`config.mk`:
```
export PLATFORM = sky130hd
export DESIGN_NAME = return_addr_stack
export DESIGN_NICKNAME = d
export VERILOG_FILES = /design/src/rtl/return_addr_stack.sv
export SDC_FILE = /design/constraint.sdc
export NUM_CORES = 1
export LEC_CHECK = 0
export ABC_AREA = 0
export ABC_CLOCK_PERIOD_IN_PS = 3910
export CORE_MARGIN = 2
export CORE_UTILIZATION = 31
export DETAILED_ROUTE_END_ITERATION = 16
export PLACE_DENSITY_LB_ADDON = 0.15
export SLEW_MARGIN = 20
export SYNTH_ARGS = -nofsm -noshare
export SYNTH_HDL_FRONTEND = slang
export SYNTH_SLANG_ARGS = --single-unit
```
`constraint.sdc`:
```
create_clock -name clk -period 3.91 [get_ports clk]
set_clock_uncertainty 0.15 [all_clocks]
set_input_delay 0.391 -clock clk [delete_from_list [all_inputs] [get_ports clk]]
set_output_delay 0.391 -clock clk [all_outputs]
set_load 0.1 [all_outputs]
```
`src/rtl/return_addr_stack.sv`:
```
`default_nettype none
// ============================================================================
// Module   : return_addr_stack
// Brief    : Circular return-address stack predicting return targets for fetch.
// Revision : 1.0 - initial release
// ============================================================================
module return_addr_stack #(
    parameter int DEPTH = 8,
    parameter int PTR_W = 3
) (
    input  logic             clk,
    input  logic             reset_n,
    input  logic             flush,
    input  logic             push,
    input  logic [31:0]      push_addr,
    input  logic             pop,
    output logic [31:0]      top_addr,
    output logic             top_valid,
    output logic [PTR_W:0]   count,
    output logic             overflow,
    output logic             underflow,
    output logic             misalign
);

    localparam logic [PTR_W:0] c_depth = (PTR_W+1)'(DEPTH);

    logic [31:0]      r_mem [DEPTH];
    logic [PTR_W-1:0] r_tp;
    logic [PTR_W:0]   r_count;
    logic             r_overflow;
    logic             r_underflow;
    logic             r_misalign;

    logic [31:0]      w_aligned;
    logic [PTR_W-1:0] w_top_idx;
    logic [PTR_W-1:0] w_wr_idx;
    logic             w_empty;
    logic             w_full;
    logic             w_replace;
    logic             w_wr_en;

    assign w_aligned = {push_addr[31:2], 2'b00};
    assign w_top_idx = r_tp - 1'b1;
    assign w_empty   = (r_count == '0);
    assign w_full    = (r_count == c_depth);
    // A simultaneous return+call on a non-empty stack rewrites the top in place
    assign w_replace = push && pop && !w_empty;
    assign w_wr_en   = push && !flush;
    assign w_wr_idx  = w_replace ? w_top_idx : r_tp;

    // Entry storage carries no reset; validity is tracked by r_count alone
    always_ff @(posedge clk) begin
        if (w_wr_en) begin
            r_mem[w_wr_idx] <= w_aligned;
        end
    end

    always_ff @(posedge clk or negedge reset_n) begin
        if (!reset_n) begin
            r_tp        <= '0;
            r_count     <= '0;
            r_overflow  <= 1'b0;
            r_underflow <= 1'b0;
            r_misalign  <= 1'b0;
        end else if (flush) begin
            r_tp    <= '0;
            r_count <= '0;
        end else begin
            if (push && (push_addr[1:0] != 2'b00)) begin
                r_misalign <= 1'b1;
            end
            if (push && pop) begin
                if (w_empty) begin
                    r_underflow <= 1'b1;
                    r_tp        <= r_tp + 1'b1;
                    r_count     <= r_count + 1'b1;
                end
            end else if (push) begin
                r_tp <= r_tp + 1'b1;
                if (w_full) begin
                    r_overflow <= 1'b1;
                end else begin
                    r_count <= r_count + 1'b1;
                end
            end else if (pop) begin
                if (w_empty) begin
                    r_underflow <= 1'b1;
                end else begin
                    r_tp    <= r_tp - 1'b1;
                    r_count <= r_count - 1'b1;
                end
            end
        end
    end

    assign top_addr  = w_empty ? 32'd0 : r_mem[w_top_idx];
    assign top_valid = !w_empty;
    assign count     = r_count;
    assign overflow  = r_overflow;
    assign underflow = r_underflow;
    assign misalign  = r_misalign;

endmodule
`default_nettype wire

```
Run 1, the metal 1 layer:
The bar under the picture is 50 µm long. Supply wires on this layer in grey.
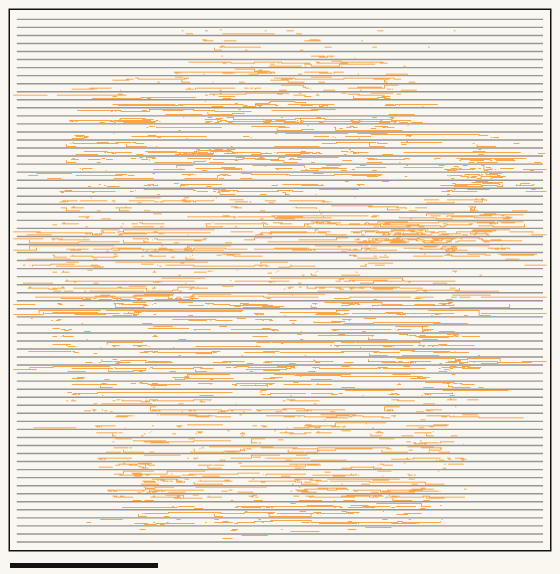
longest straight run = 46.5 µm
wire length on this layer = 9560 µm
nets with wire on the layer = 575
share of all routed wire = 45%
main direction = horizontal

Run 1, the metal 2 layer:
The bar under the picture is 50 µm long.
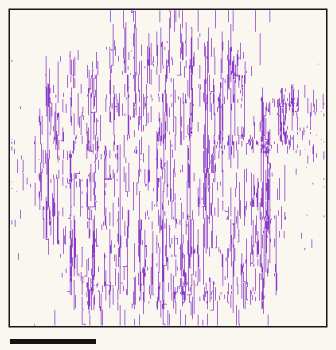
nets with wire on the layer = 578
longest straight run = 76.0 µm
wire length on this layer = 10500 µm

==> results.toml, run 1 <==
# implementation run metrics
[logic_synthesis]
ys_area_um2 = 9900
muxShareOfSynthArea_pct = 14.7
synthAoiAreaFrac_pct = 2.46
simple_gate_share_pct = 4.53
numSynthFlops = 250
top_area_cell = "edfxtp_1"
netlist-cell-type-count = 38
ys_cells = 508
edf_count = 240
avgSynthCellArea_um2 = 19.5
synthAdderAreaFrac_pct = 0.632
synth_async_sr_flop_share_pct = 4.00
ys_sh_xor_pct = 0.518
ys.flop_type = "edfxtp_1"
area_leaders = "edfxtp_1, mux4_2, dfrtp_1"
ys_seq_share_pct = 75.3
syn_area_um2 = 9900

[final_layout]
dominant-cell-class = "registers"
flops = 250
comb_area_um2 = 2360
nNetsFinal = 644
logic_gates = 223
n_all_buffers = 92
drive_gt1_share_pct = 27.4
final_cell_mix = "edfxtp_1, mux4_2, nand2_1"
layout.nonclk_buf_share_pct = 9.94
seqCellArea_um2 = 7460
final_util_pct = 39.9
seq_share_pct = 59.4
n_fill_cell = 2803
diodes = 0
mostFrequentLayoutCell = "edfxtp_1"
clkbuf_count = 33
inverters = 7

[setup_path]
worstReg2RegStart = "r_tp[1]"
critical_path_class = "register to primary output"
max_stage_delay_ns = 0.60
path_max_fanout = 23
crit_path_end_kind = "primary output"
crit_chain = "inv_1 -> ha_2 -> buf_12 -> buf_12 -> mux4_2 -> nand2_1 -> a21oi_1 -> buf_12"
cpMaxStageDelayCell = "ha_2"
crit_path_start = "r_tp[1]"
rrSetupSlack_ns = 0.89
start_kind = "register"
cp.required_ns = 3.37
cp_common_cell = "buf_12"
cp.arrival_ns = 2.94

[power]
peakVddDrop_mv = 0.698
power_density_nw_per_um2 = 857
p_total_mw = 10.8

[final_timing]
hold_viol = 0
min_period_ns = 3.48
maxSlewViolCount = 0
finalCritPeriodShare_pct = 89.1
rsz0062_at_grt = "false"
setup_viol = 0
fin_ws_ns = 0.427
relSlewSlack_pct = 34.8
achievable-frequency_mhz = 287

[placement]
dp_hpwl_um = 12500
place.gp.congestion = 0.727
portBuffers = 74
preCtsSetupSlack_ns = 0.809

[routing]
vias_per_cell = 4.81
ant_nets = 0
dr.max_layer_used = "met4"
finalWirelength_um = 21400
drt-met1-wl_um = 9560
drtIter0Drc = 368
wl_per_cell_um = 20.9
met3_length_um = 1020
drc = 0
met2_length_um = 10500
drt_pass1_iterations = 5

[job]
warnings = 30
drv_cap = 0

[clock_network]
cts.sinks = 250
cts_buffers = 28
htreeDepth = 1
tritoncts = "built"
cts_root_buffer = "clkbuf_16"
post_cts_buffers = 0
clk_pin_slew_ns = 0.07
cts_hold_buf = 0
ctsResizeCount = 0
clkLatencyLatePin_ns = 0.55

[global_routing]
overflow = 0
grt_antenna_before_repair = 0
grt.total_usage_pct = 13.1
grt_pass1_wl_um = 32900
grt_pass1_vias = 5388

[floorplan]
rows = 65
chipArea_um2 = 33400
core_um2 = 31500
die_w_um = 183
io_pins = 77
well_tap_count = 402
die_y_um = 183
floorplan.core_util_pct = 31.4

[run_status]
status = "finished, final reports clean"
Run 1, signal wires on met3:
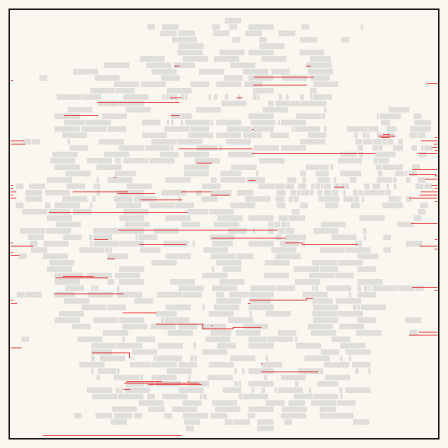
share of all routed wire = 4.7%
main direction = horizontal
longest straight run = 68.1 µm

run 1: synthesized netlist by cell type, types with 2 or more instances:
library cell  instances
edfxtp_1            240
mux4_2               60
nand2_1              60
a21oi_1              33
nor2_1               14
clkbuf_1             13
dfrtp_1              10
buf_2                 8
buf_4                 8
mux2i_1               6
and3_1                5
ha_1                  5
inv_1                 5
nor2b_1               5
nor3_1                5
mux2_1                4
a211oi_1              2
inv_2                 2
nand3_1               2
xnor2_1               2
xor2_1                2
run 1: worst max-delay path: cells and delay by family, from the launching register on:
family                   cells  cell delay, ns
AND-OR/OR-AND                1            0.31
multiplexers                 1            0.21
AND/OR/NAND/NOR              1            0.06
buffers and inverters        4            0.75
adder cells (fa/ha/maj)      1            0.60
flip-flops                   1            0.43
run 1: through the flow:
step | cells | hold slack, ns | cell area, µm²
finish | 1026 | 0.0425 | 12600
detailed placement | 974 | 0.325 | 11600
global route | 1026 | 0.0803 | 12600
global placement | 974 | 0.300 | 11600
CTS | 1026 | 0.0305 | 12600
floorplan | 509 | -0.0546 | 9900
run 1: metal layers:
layer | global-route usage (%) | up-vias
met3 | 2.10 | 31
met4 | 4.16 | 0
met1 | 17.8 | 2576
met5 | 0 | -
li1 | - | 2211
met2 | 21.7 | 119
run 1: worst paths after layout:
check	to	cells after the start
max in group asynchronous	r_tp[0]	1
max reg2reg	r_mem[1][16]	8
min	underflow	1
min reg2reg	underflow	2
min in group clk	misalign	3
max	top_addr[26]	8
run 1: power breakdown:
group | internal (mW) | switching [mW]
sequential | 3.14 | 0.0691
combinational | 1.65 | 3.16
clock | 1.68 | 1.07
run 1: registers in the layout (all words and copies together) (netlist names):
name       flops
overflow       1
underflow      1
r_mem        240
count          4
misalign       1
r_tp           3
## Run 2: what changed since run 1
--- a/config.mk
+++ b/config.mk
@@ -5,7 +5,6 @@
 export SDC_FILE = /design/constraint.sdc
 export NUM_CORES = 1
 export LEC_CHECK = 0
-export ABC_AREA = 0
 export ABC_CLOCK_PERIOD_IN_PS = 3910
 export CORE_MARGIN = 2
 export CORE_UTILIZATION = 31
Run 2, the metal 1 layer:
The bar under the picture is 50 µm long. Supply wires on this layer in grey.
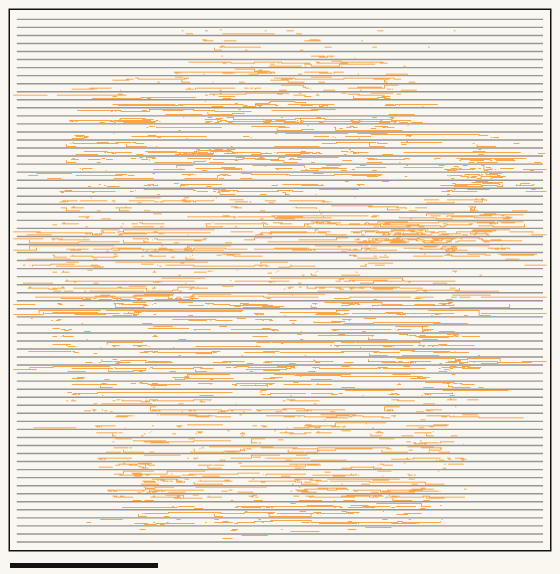
main direction = horizontal
wire length on this layer = 9560 µm
nets with wire on the layer = 575
longest straight run = 46.5 µm
share of all routed wire = 45%

Run 2, signal wires on met3:
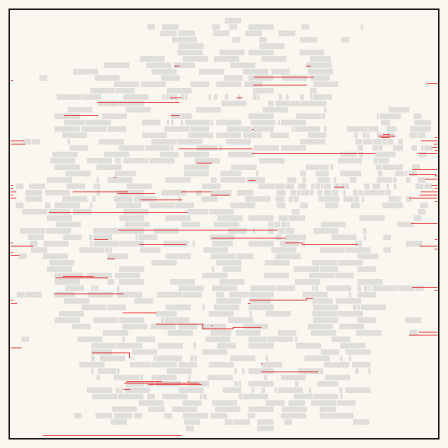
wire length on this layer = 1020 µm
main direction = horizontal
share of all routed wire = 4.7%

==> results.toml, run 2 <==
# implementation run metrics
[final_layout]
area_delta_synth_final_pct = 27.0
diodes = 0
regMostFlops = "r_mem"
mostFrequentLayoutCell = "edfxtp_1"
nNetsFinal = 644
largest_register_ffs = 240
fin_cells = 1026
n_fill_cell = 2803
final_cell_mix = "edfxtp_1, mux4_2, nand2_1"
drive_gt1_share_pct = 27.4

[power]
peakVddDrop_mv = 0.698
p_int_mw = 6.47
pg_clk_mw = 2.75
p_sw_share_pct = 39.9
power_density_nw_per_um2 = 857
seq-power_mw = 3.21
clock_power_share_pct = 25.5
p_total_mw = 10.8
p_seq_share_pct = 29.8
comb_power_mw = 4.81
switchingPower_mw = 4.30
leakagePower_nw = 4.13
maxPowerGroup = "combinational cells"
power_frac_comb_pct = 44.7

[global_routing]
grt_use_met3_pct = 2.10
grt_start_max_net_pins = 63
grt_busiest_layer = "met2"
grt_pass1_wl_um = 32900
grt.total_usage_pct = 13.1
grt_pass1_vias = 5388
grt_antenna_before_repair = 0
overflow = 0
grt_util_met2_pct = 21.7
grt_use_met1_pct = 17.8

[placement]
portBuffers = 74
post-place-cells = 974
preCtsSetupSlack_ns = 0.809
dp_hpwl_um = 12500
place.gp.congestion = 0.727

[logic_synthesis]
ys_seq_share_pct = 75.3
most_common_cell = "edfxtp_1"
edf_count = 240
synth_async_sr_flop_share_pct = 4.00
ys.flop_type = "edfxtp_1"
synthCells = 508
yosysTopAreaCellShare_pct = 72.8
area_leaders = "edfxtp_1, mux4_2, dfrtp_1"
avgSynthCellArea_um2 = 19.5
syn_area_um2 = 9900
netlist_top_cells_count = "edfxtp_1, mux4_2, nand2_1"
numSynthFlops = 250
yosysWarningCount = 0
top_area_cell = "edfxtp_1"
ys_area_um2 = 9900
netlist-cell-type-count = 38
ys_cells = 508

[routing]
dr.max_layer_used = "met4"
met2_length_um = 10500
met3_length_um = 1020
drt-met1-wl_um = 9560
drt_pass1_iterations = 5
vias = 4937
drtIter0Drc = 368
wl_per_cell_um = 20.9
drc = 0
ant_nets = 0
finalWirelength_um = 21400
vias_per_cell = 4.81

[clock_network]
cts_hold_buf = 0
htreeDepth = 1
clkLatencyLatePin_ns = 0.55
cts_root_buffer = "clkbuf_16"
ctsResizeCount = 0
cts_buffer_depth = 3
cts.sinks = 250
cts_buffers = 28
tritoncts = "built"
post_cts_buffers = 0
clk_pin_slew_ns = 0.07

[floorplan]
floorplan.core_util_pct = 31.4
chipArea_um2 = 33400
io_pins = 77
core_um2 = 31500
rows = 65
die_w_um = 183
die_y_um = 183

[final_timing]
relSlewSlack_pct = 34.8
tightest_slew_ns = 0.976
whs_ns = 0.0425
min_period_ns = 3.48
maxSlewViolCount = 0
finalCritPeriodShare_pct = 89.1
achievable-frequency_mhz = 287
rsz0062_at_grt = "false"
setup_viol = 0
hold_viol = 0
fin_ws_ns = 0.427

[min_path]
hold_class = "input port to asynchronous set/reset pin"

[setup_path]
start_kind = "register"
critical_path.top_delay_family = "buffers and inverters"
cpMaxStageDelayCell = "ha_2"
crit_chain = "inv_1 -> ha_2 -> buf_12 -> buf_12 -> mux4_2 -> nand2_1 -> a21oi_1 -> buf_12"
critical_path_class = "register to primary output"
worst-path-buf-inv = 4
cp.required_ns = 3.37
cp_common_cell = "buf_12"
max_stage_delay_ns = 0.60
cp.arrival_ns = 2.94
path_max_fanout = 23
crit_path_end_kind = "primary output"

[job]
drv_cap = 0
warnings = 30

[run_status]
status = "finished, final reports clean"
-- run 2: cell counts in the layout (fill, tap and decap cells not counted) --
Identical to the previous run, type by type.
-- run 2: cell families (layout without fill, tap and decap cells) --
logic type,Yosys count,in the layout,synth area share (%)
xor gates and xnor gates,5,5,0.518
adders and majority gates,5,5,0.632
other,1,2,0.0379
DFF,250,250,75.3
AOI/OAI and AO/OA,42,42,2.46
and+or+nand+nor,99,99,4.53
muxes,70,70,14.7
buffers and inverters,36,151,1.77
-- run 2: path summary, 6_finish.rpt --
kind | startpoint | to | slack [ns] | cells past startpoint
worst max register to register | r_tp[1] | r_mem[1][16] | 0.89 | 8
worst min-delay path | reset_n | underflow | 0.04 | 1
worst max-delay path | r_tp[1] | top_addr[26] | 0.43 | 8
worst min register to register | underflow | underflow | 0.33 | 2
min in group clk | push_addr[0] | misalign | 0.28 | 3
max in group asynchronous | reset_n | r_tp[0] | 3.16 | 1
-- run 2: cell type report --
class	count	area, µm²	area share, %
Tap cell	402	503	4.00
Inverter	7	26.3	0.209
Multi-Input combinational cell	223	2360	18.8
Clock inverter	19	229	1.82
Clock buffer	33	741	5.89
Sequential cell	250	7460	59.4
Timing Repair Buffer	92	1250	9.94
-- run 2: worst register-to-register path: stages, from the launching register on --
cell and delay [ns]:
dfrtp_1 0.43, inv_1 0.10, ha_2 0.23, xnor2_2 0.52
buf_4 0.45, and3_1 0.21, mux2i_1 0.15, nor2_4 0.13
buf_4 0.30
-- run 2: metrics by stage --
stage	utilization (%)	area, µm²	setup TNS (ns)
after global routing	39.9	12600	0
final	39.9	12600	0
after CTS	39.9	12600	0
after floorplan	-	9900	-105.97
after detailed placement	36.8	11600	0
after global placement	36.8	11600	0
Run 2, the metal 2 layer:
The bar under the picture is 50 µm long.
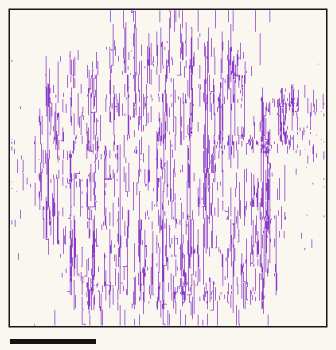

## Run 3: what changed since run 2
--- a/config.mk
+++ b/config.mk
@@ -9,6 +9,7 @@
 export CORE_MARGIN = 2
 export CORE_UTILIZATION = 31
 export DETAILED_ROUTE_END_ITERATION = 16
+export HOLD_SLACK_MARGIN = 0.12
 export PLACE_DENSITY_LB_ADDON = 0.15
 export SLEW_MARGIN = 20
 export SYNTH_ARGS = -nofsm -noshare
Run 3, the metal 2 layer:
The bar under the picture is 50 µm long.
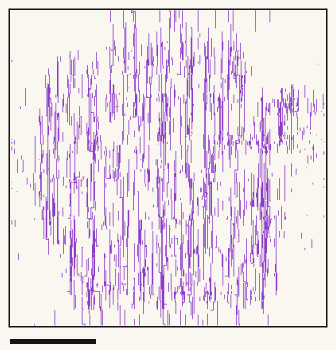
share of all routed wire = 49%
longest straight run = 73.1 µm
nets with wire on the layer = 579

Run 3, track usage over the die:
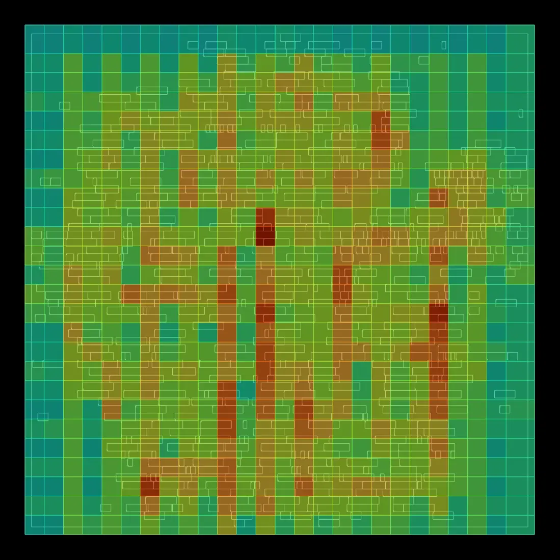
GRT busiest layer: met2
All-Layer GR Usage: 13.1%
met2 usage: 21.7%

==> results.toml, run 3 <==
# implementation run metrics
[run_status]
status = "finished, final reports clean"

[logic_synthesis]
ys_seq_share_pct = 75.3
edf_count = 240
syn_area_um2 = 9900
area_leaders = "edfxtp_1, mux4_2, dfrtp_1"
most_common_cell = "edfxtp_1"
netlist_top_cells_count = "edfxtp_1, mux4_2, nand2_1"
yosysTopAreaCellShare_pct = 72.8
numSynthFlops = 250
ys_cells = 508
yosysWarningCount = 0
ys_area_um2 = 9900
top_area_cell = "edfxtp_1"
netlist-cell-type-count = 38

[global_routing]
grt_pass1_wl_um = 32900
grt_use_met3_pct = 2.10
overflow = 0
grt_start_max_net_pins = 63
grt_antenna_before_repair = 0

[final_layout]
seqCellArea_um2 = 7460
final_util_pct = 40.0
mostFrequentLayoutCell = "edfxtp_1"
n_fill_cell = 2802
largest_register_ffs = 240
fin_cells = 1027
comb_area_um2 = 2360
regMostFlops = "r_mem"

[routing]
drc = 0
wl_per_cell_um = 20.8
vias = 4933
ant_nets = 0
drt-met1-wl_um = 9430
vias_per_cell = 4.80
met3_length_um = 1090
drt_pass1_iterations = 4
finalWirelength_um = 21300
met2_length_um = 10400

[power]
p_total_mw = 10.8
leakagePower_nw = 4.13
peakVddDrop_mv = 0.698

[final_timing]
tightest_slew_ns = 0.975
setup_viol = 0
relSlewSlack_pct = 34.8
hold_viol = 0
min_period_ns = 3.48
tns_ns = 0
achievable-frequency_mhz = 288

[floorplan]
core_um2 = 31500
chipArea_um2 = 33400
die_y_um = 183
io_pins = 77
floorplan.core_util_pct = 31.4
die_w_um = 183

[setup_path]
rrSetupSlack_ns = 0.93
cp_common_cell = "buf_12"
max_stage_delay_ns = 0.60
worst-path-buf-inv = 4
critical_path_class = "register to primary output"
start_kind = "register"
cp.required_ns = 3.37
cp.arrival_ns = 2.94
crit_chain = "inv_1 -> ha_2 -> buf_12 -> buf_12 -> mux4_2 -> nand2_1 -> a21oi_1 -> buf_12"
crit_path_end_kind = "primary output"
path_max_fanout = 23

[min_path]
hold_class = "input port to register"

[clock_network]
cts_root_buffer = "clkbuf_16"
clkLatencyLatePin_ns = 0.55
cts.sinks = 250
cts_buffers = 28
htreeDepth = 1
ctsResizeCount = 0

[placement]
preCtsSetupSlack_ns = 0.809
dpl_cell_area_um2 = 11600
## run 3: cell counts after synthesis
Identical to the previous run, type by type.
## run 3: path summary, 6_finish.rpt
check                             start            to  depth (start not counted)
hold reg to reg               underflow     underflow                          2
setup / recovery                r_tp[1]  top_addr[26]                          8
min in group asynchronous       reset_n     underflow                          2
max in group asynchronous       reset_n       r_tp[0]                          2
hold / removal             push_addr[0]      misalign                          3
setup reg to reg                r_tp[1]  r_mem[1][16]                          8
## run 3: worst register-to-register path, stage by stage, from the launching register on
cell and delay, ns:
dfrtp_1 0.42, inv_1 0.09, ha_2 0.23, xnor2_2 0.50, buf_4 0.45, and3_1 0.21, mux2i_1 0.15, nor2_4 0.13
buf_4 0.29
## run 3: final cells by class
type / count / share of cell area, %
flip-flops and latches: 250 / 59.3
clock buffers: 33 / 5.89
inverters: 7 / 0.209
multi-input cells: 223 / 18.8
clock inverters: 19 / 1.82
repair buffers: 93 / 10.0
well taps: 402 / 4.00
## run 3: cells by family (layout without fill, tap and decap cells)
kind of cell / after synthesis / count (layout) / share of synthesized area, %
mux: 70 / 70 / 14.7
other cells: 1 / 2 / 0.0379
compound gates: 42 / 42 / 2.46
fa+ha+maj: 5 / 5 / 0.632
buf+inv: 36 / 152 / 1.77
xor+xnor: 5 / 5 / 0.518
flops: 250 / 250 / 75.3
simple gates: 99 / 99 / 4.53
## run 3: repair_timing
| item | 4_1_cts | 5_1_grt |
|---|---|---|
| endpoints found under the hold margin | 10 | 0 |
| hold buffers | 1 | 0 |
| setup endpoints to repair | 0 | 0 |
| buffers inserted | 0 | 0 |
## run 3: where the power goes
group | leakage (nW) | total (mW) | internal, mW | switching, mW
clock | 0.465 | 2.75 | 1.68 | 1.07
combinational | 1.38 | 4.81 | 1.65 | 3.16
sequential | 2.29 | 3.21 | 3.14 | 0.0687
Power figures rest on the tool's default switching activity, not on a simulated workload.
